[config.mk]
export PLATFORM = sky130hd
export DESIGN_NAME = alu_decode_stage
export DESIGN_NICKNAME = d
export VERILOG_FILES = /design/src/rtl/alu_decode_stage_pkg.sv /design/src/rtl/alu_dec_comb.sv /design/src/rtl/alu_decode_stage.sv
export SDC_FILE = /design/constraint.sdc
export NUM_CORES = 1
export LEC_CHECK = 0
export CAP_MARGIN = 10
export CORE_MARGIN = 1
export CORE_UTILIZATION = 52
export DETAILED_ROUTE_END_ITERATION = 10
export PLACE_DENSITY = 0.89
export SYNTH_ARGS = -nofsm -noshare
export SYNTH_HDL_FRONTEND = slang
export SYNTH_SLANG_ARGS = --single-unit
[constraint.sdc]
create_clock -name i_clk -period 8.3 [get_ports i_clk]
set_clock_uncertainty 0.05 [all_clocks]
set_input_delay 1.66 -clock i_clk [delete_from_list [all_inputs] [get_ports i_clk]]
set_output_delay 1.66 -clock i_clk [all_outputs]
set_load 0.01 [all_outputs]
[src/rtl/alu_decode_stage_pkg.sv]
// Shared ALU definitions: op codes, RV32I opcode constants and the decoded bundle
// passed from the decode stage to the execute-stage ALU.
package alu_decode_stage_pkg;

  typedef enum logic [3:0] {
    ALU_ADD  = 4'h0,
    ALU_SUB  = 4'h1,
    ALU_SLT  = 4'h2,
    ALU_SLTU = 4'h3,
    ALU_XOR  = 4'h4,
    ALU_OR   = 4'h5,
    ALU_AND  = 4'h6,
    ALU_SLL  = 4'h7,
    ALU_SRL  = 4'h8,
    ALU_SRA  = 4'h9,
    ALU_LUI  = 4'hA
  } alu_op_e;

  localparam logic [6:0] OPC_OP     = 7'b0110011;
  localparam logic [6:0] OPC_OP_IMM = 7'b0010011;
  localparam logic [6:0] OPC_LUI    = 7'b0110111;
  localparam logic [6:0] OPC_AUIPC  = 7'b0010111;

  localparam logic [6:0] F7_BASE = 7'b0000000;
  localparam logic [6:0] F7_ALT  = 7'b0100000;

  localparam int DEC_PC_W = 32;

  typedef struct packed {
    alu_op_e               alu_op;
    logic [4:0]            rs1;
    logic [4:0]            rs2;
    logic [4:0]            rd;
    logic [31:0]           imm;
    logic                  use_imm;
    logic                  use_pc;
    logic                  illegal;
    logic [DEC_PC_W-1:0]   pc;
  } dec_bundle_t;

  // funct3 -> op for the funct7=0000000 (non-alternate) encodings
  function automatic alu_op_e base_op(input logic [2:0] f3);
    case (f3)
      3'b000:  base_op = ALU_ADD;
      3'b001:  base_op = ALU_SLL;
      3'b010:  base_op = ALU_SLT;
      3'b011:  base_op = ALU_SLTU;
      3'b100:  base_op = ALU_XOR;
      3'b101:  base_op = ALU_SRL;
      3'b110:  base_op = ALU_OR;
      default: base_op = ALU_AND;
    endcase
  endfunction

endpackage

[src/rtl/alu_dec_comb.sv]
// Combinational RV32I integer decoder: instruction + pc -> dec_bundle_t.
// ALU_DEC_ILLEGAL_EN: when defined, illegal encodings raise the illegal flag.
module alu_dec_comb
  import alu_decode_stage_pkg::*;
(
  input  logic [31:0]         instr,
  input  logic [DEC_PC_W-1:0] pc,
  output dec_bundle_t         bundle
);

  logic [6:0]  opc;
  logic [2:0]  f3;
  logic [6:0]  f7;
  logic [31:0] imm_i;
  logic [31:0] imm_u;
  logic [31:0] imm_sh;
  logic        ill;

  assign opc    = instr[6:0];
  assign f3     = instr[14:12];
  assign f7     = instr[31:25];
  assign imm_i  = {{20{instr[31]}}, instr[31:20]};
  assign imm_u  = {instr[31:12], 12'h000};
  assign imm_sh = {27'd0, instr[24:20]};

  always_comb begin
    bundle         = '0;
    bundle.alu_op  = ALU_ADD;
    bundle.rs1     = instr[19:15];
    bundle.rs2     = instr[24:20];
    bundle.rd      = instr[11:7];
    bundle.pc      = pc;
    ill            = 1'b0;
    case (opc)
      OPC_OP: begin
        if (f7 == F7_BASE)                      bundle.alu_op = base_op(f3);
        else if (f7 == F7_ALT && f3 == 3'b000) bundle.alu_op = ALU_SUB;
        else if (f7 == F7_ALT && f3 == 3'b101) bundle.alu_op = ALU_SRA;
        else                                    ill = 1'b1;
      end
      OPC_OP_IMM: begin
        bundle.use_imm = 1'b1;
        bundle.imm     = imm_i;
        bundle.alu_op  = base_op(f3);
        // shifts carry funct7 in the upper immediate bits and use only shamt
        if (f3 == 3'b001 || f3 == 3'b101) begin
          bundle.imm = imm_sh;
          if (f7 == F7_ALT && f3 == 3'b101) bundle.alu_op = ALU_SRA;
          else if (f7 != F7_BASE)           ill = 1'b1;
        end
      end
      OPC_LUI: begin
        bundle.alu_op  = ALU_LUI;
        bundle.imm     = imm_u;
        bundle.use_imm = 1'b1;
      end
      OPC_AUIPC: begin
        bundle.imm     = imm_u;
        bundle.use_imm = 1'b1;
        bundle.use_pc  = 1'b1;
      end
      default: ill = 1'b1;
    endcase
    // illegal encodings degrade to ADD x0 so execute sees a harmless NOP
    if (ill) begin
      bundle.alu_op  = ALU_ADD;
      bundle.rd      = 5'd0;
      bundle.imm     = 32'd0;
      bundle.use_imm = 1'b1;
      bundle.use_pc  = 1'b0;
    end
`ifdef ALU_DEC_ILLEGAL_EN
    bundle.illegal = ill;
`else
    bundle.illegal = 1'b0;
`endif
  end

endmodule

[src/rtl/alu_decode_stage.sv]
// Decode stage: registered decoded bundle plus one-entry skid buffer, with flush.
// Illegal-flag reporting is enabled by defining ALU_DEC_ILLEGAL_EN.
module alu_decode_stage
  import alu_decode_stage_pkg::*;
#(
  parameter int XLEN = 32,
  parameter int PC_W = 32
) (
  input  logic            i_clk,
  input  logic            i_rst,
  input  logic            i_flush,
  input  logic            i_valid,
  output logic            o_ready,
  input  logic [XLEN-1:0] i_instr,
  input  logic [PC_W-1:0] i_pc,
  output logic            o_valid,
  input  logic            i_ready,
  output logic [3:0]      o_alu_op,
  output logic [4:0]      o_rs1_addr,
  output logic [4:0]      o_rs2_addr,
  output logic [4:0]      o_rd_addr,
  output logic [31:0]     o_imm,
  output logic            o_use_imm,
  output logic            o_use_pc,
  output logic [PC_W-1:0] o_pc,
  output logic            o_illegal
);

  dec_bundle_t dec_p0;
  dec_bundle_t out_p1;
  dec_bundle_t skid_p1;
  logic        vld_p1;
  logic        skid_vld_p1;
  logic        rdy_q;
  logic        in_fire;
  logic        out_fire;
  logic        load_out;

  alu_dec_comb u_dec (
    .instr  (i_instr[31:0]),
    .pc     (DEC_PC_W'(i_pc)),
    .bundle (dec_p0)
  );

  assign in_fire  = i_valid & rdy_q;
  assign out_fire = vld_p1 & i_ready;
  assign load_out = ~vld_p1 | out_fire;

  // ---- stage p0 -> p1: output register and skid entry ----
  always_ff @(posedge i_clk or posedge i_rst) begin
    if (i_rst) begin
      out_p1      <= '0;
      skid_p1     <= '0;
      vld_p1      <= 1'b0;
      skid_vld_p1 <= 1'b0;
      rdy_q       <= 1'b1;
    end else if (i_flush) begin
      vld_p1      <= 1'b0;
      skid_vld_p1 <= 1'b0;
      rdy_q       <= 1'b1;
    end else if (load_out) begin
      // o_ready is low whenever the skid is full, so no input can fire here then
      if (skid_vld_p1) begin
        out_p1      <= skid_p1;
        vld_p1      <= 1'b1;
        skid_vld_p1 <= 1'b0;
        rdy_q       <= 1'b1;
      end else begin
        vld_p1 <= in_fire;
        if (in_fire) out_p1 <= dec_p0;
      end
    end else if (in_fire) begin
      skid_p1     <= dec_p0;
      skid_vld_p1 <= 1'b1;
      rdy_q       <= 1'b0;
    end
  end

  assign o_ready    = rdy_q;
  assign o_valid    = vld_p1;
  assign o_alu_op   = out_p1.alu_op;
  assign o_rs1_addr = out_p1.rs1;
  assign o_rs2_addr = out_p1.rs2;
  assign o_rd_addr  = out_p1.rd;
  assign o_imm      = out_p1.imm;
  assign o_use_imm  = out_p1.use_imm;
  assign o_use_pc   = out_p1.use_pc;
  assign o_pc       = PC_W'(out_p1.pc);
  assign o_illegal  = out_p1.illegal;

endmodule
==> run_results.csv <==
group,metric,value,unit
setup_path,cp_max_fo,51,
place,pre_cts_slack,3610,ps
synth,yosys_warnings,0,
sta,maxSlewHeadroom,0.229,
synth,synth-seq-area-share,0.562,
sta,max_freq,237,MHz
global_route,groute.usage.overall,0.252,
synth,synth_area_leader_cell,"dfrtp_1",
run,drv_cap,0,
synth,synthMuxAreaShare,0.0545,
pwr,p_leak,4.47,nW
detailed_routing,ant_nets,0,
clock_tree,htreeDepth,4,
synth,synth_cell_types,40,
synth,synth-simple-area-share,0.176,
clock_tree,post-cts-setup-buffers,0,
global_route,antenna_found_initial,0,
clock_tree,cts.clk_slew.worst_paths,60,ps
global_route,grt_max_degree,119,
detailed_routing,drc,0,
setup_path,critPathRequiredTime,8610,ps
place,gp_congestion,0.900,
sta,slew_viol_final,0,
setup_path,cp-end-kind,"register",
synth,synth.net_count,910,
pwr,powerDensity,224,nW/um2
synth,yosys.area.top_type_share,0.558,
floorplan,fp_util,0.532,
cells_and_area,drive_gt1_frac,0.0517,
detailed_routing,vias,6517,
synth,common_cells,"nand2_1, dfrtp_1, o21ai_1, clkbuf_1, a21oi_1",
detailed_routing,wl_met3,1040,um
synth,synth.cell_area,7710,um2
sta,hold_ws,424,ps
place,place_hpwl,11800,um
outcome,status,"completed",
run,warning_count,28,
clock_tree,cts_sinks,173,
sta,worst_slack,4080,ps
detailed_routing,drt_iter0_drc,613,
cells_and_area,nets,1023,
synth,synthFlopType,"dfrtp_1",
clock_tree,hold_buffers,0,
synth,xor_share,0.00227,
synth,adder_share,0,
sta,setup_violations,0,
sta,tns,0,ps
clock_tree,cts_tree,"done",
clock_tree,cts-root-buf,"clkbuf_16",
detailed_routing,via_per_inst,5.66,
synth,top_logic_kind,"simple AND/OR/NAND/NOR gates",
setup_path,worst_setup_path_start_kind,"input port",
setup_path,worstSetupPathType,"input port to register",
worst_hold_path,min_path_type,"register to register",
setup_path,cpPeakStageDelay,1090,ps
cells_and_area,lay_top_cells,"nand2_1, dfrtp_1, clkdlybuf4s50_1, o21ai_1, a21oi_1",
clock_tree,cts_buffer_depth,2,
synth,ys_sh_aoi,0.167,
synth,ys_top_cells_by_area,"dfrtp_1, nand2_1, mux2i_1, o21ai_1, a211oi_1",
sta,period_used_share,0.509,
synth,edf_count,0,
setup_path,arrival,4530,ps
synth,ys_area,7710,um2
detailed_routing,top_layer,"met4",
sta,timing.final.crit_period,4220,ps
detailed_routing,wl_met2,8950,um
clock_tree,worstSkewPairLatency,430,ps
detailed_routing,drt-met1-wl,8070,um
-- critical path, delay by kind of cell --
| family | cells | cell delay (ps) |
|---|---|---|
| AND-OR/OR-AND | 1 | 170 |
| AND/OR/NAND/NOR | 4 | 2240 |
| buffers and inverters | 1 | 440 |
-- report_power, final --
group          switching [mW]  leakage, nW  total, mW  internal [mW]
Sequential             0.0594         2.25       1.01          0.952
Combinational           0.179         1.91      0.361          0.182
Clock                   0.338        0.311      0.860          0.522
Total                   0.577         4.47       2.23           1.66
-- layout make-up --
class	instances	area, um2	area share
timing repair buffer	162	1600	0.161
inverter	5	23.8	0.00239
tap	184	230	0.0232
multi-input combinational	595	3110	0.313
sequential	173	4330	0.436
clock buffer	19	453	0.0455
clock inverter	13	188	0.0189
-- path summary, 6_finish.rpt --
path,startpoint,end,slack [ps],depth (start not counted)
worst max-delay path,i_instr[4],o_imm[10],4080,6
worst min-delay path,skid_p1[16],skid_p1[16],420,2
worst max register to register,skid_vld_p1,o_pc[12],5410,5
worst min register to register,skid_p1[16],skid_p1[16],420,2
max in group asynchronous,i_rst,o_pc[16],4940,3
min in group asynchronous,i_rst,skid_p1[72],1710,2
-- sequential cells by signal, summed over array words and instances (netlist names) --
signal and flops:
o_valid 1, o_rd_addr 5, skid_p1 85, o_ready 1, o_use_imm 1, skid_vld_p1 1
o_rs2_addr 5, o_alu_op 4, o_use_pc 1, o_pc 32, o_rs1_addr 5, o_imm 32
-- metrics by stage --
stage / total power, mW / instances / cell area (um2)
global route: 2.33 / 1151 / 9940
floorplan: 1.19 / 841 / 7710
detailed placement: 1.39 / 1119 / 9300
CTS: 2.24 / 1151 / 9940
finish: 2.23 / 1151 / 9940
global placement: 1.37 / 1119 / 9300
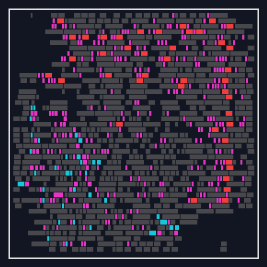
Fig. 1. Selected gate families.
Drawn at 2 px/um.
Key: red = multiplexers [cells 42, most used mux2i_1]; magenta = NAND gates [cells 284, most used nand2_1, where widely spread]; cyan = NOR gates [cells 35, most used nor2_1]
Finished Layout Cells: 1151
most numerous logic cell after layout: nand2_1
multi-input combinational area share: 0.313

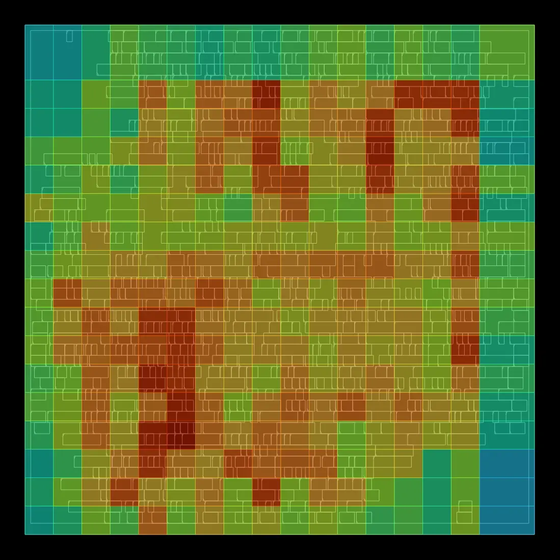
Fig. 2. Track usage over the die.
Final Core Density: 0.687
met2 track demand over resource: 0.403

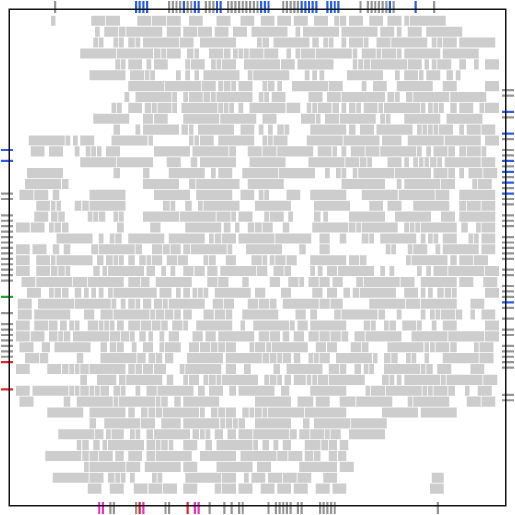
Fig. 3. Pin map.
Drawn at 4 px/um. Pins as bars across the die edge, other pins in gray.
Key: green = `o_use_imm` [pins 1, direction output, edge left]; blue = `i_pc` [pins 32, direction input, edge 23 top, 7 right, 2 left]; red = `o_alu_op` [pins 4, direction output, edge 2 bottom, 2 left]; magenta = `o_rd_addr` [pins 5, direction output, edge bottom]
All pins by edge: 56 top, 42 right, 31 bottom, 28 left.
Die X: 124 um
IO Port Bufs: 155
Die Ht: 124 um

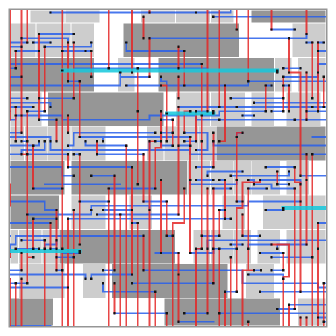
Fig. 4. Zoomed window.
Region (49, 25) to (74, 50) um. Cells in gray, sequential cells in the stronger gray; small squares are vias.
Key: red = metal 2; blue = metal 1; cyan = metal 3
Most frequent: dfrtp_1 (9), nand2_1 (8). Netlist names of flops here include `skid_p1` (5), `o_imm` (4). 47 logic cells have their middle in the window. Sequential cells in the window: 9.

Power figures rest on the tool's default switching activity, not on a simulated workload.
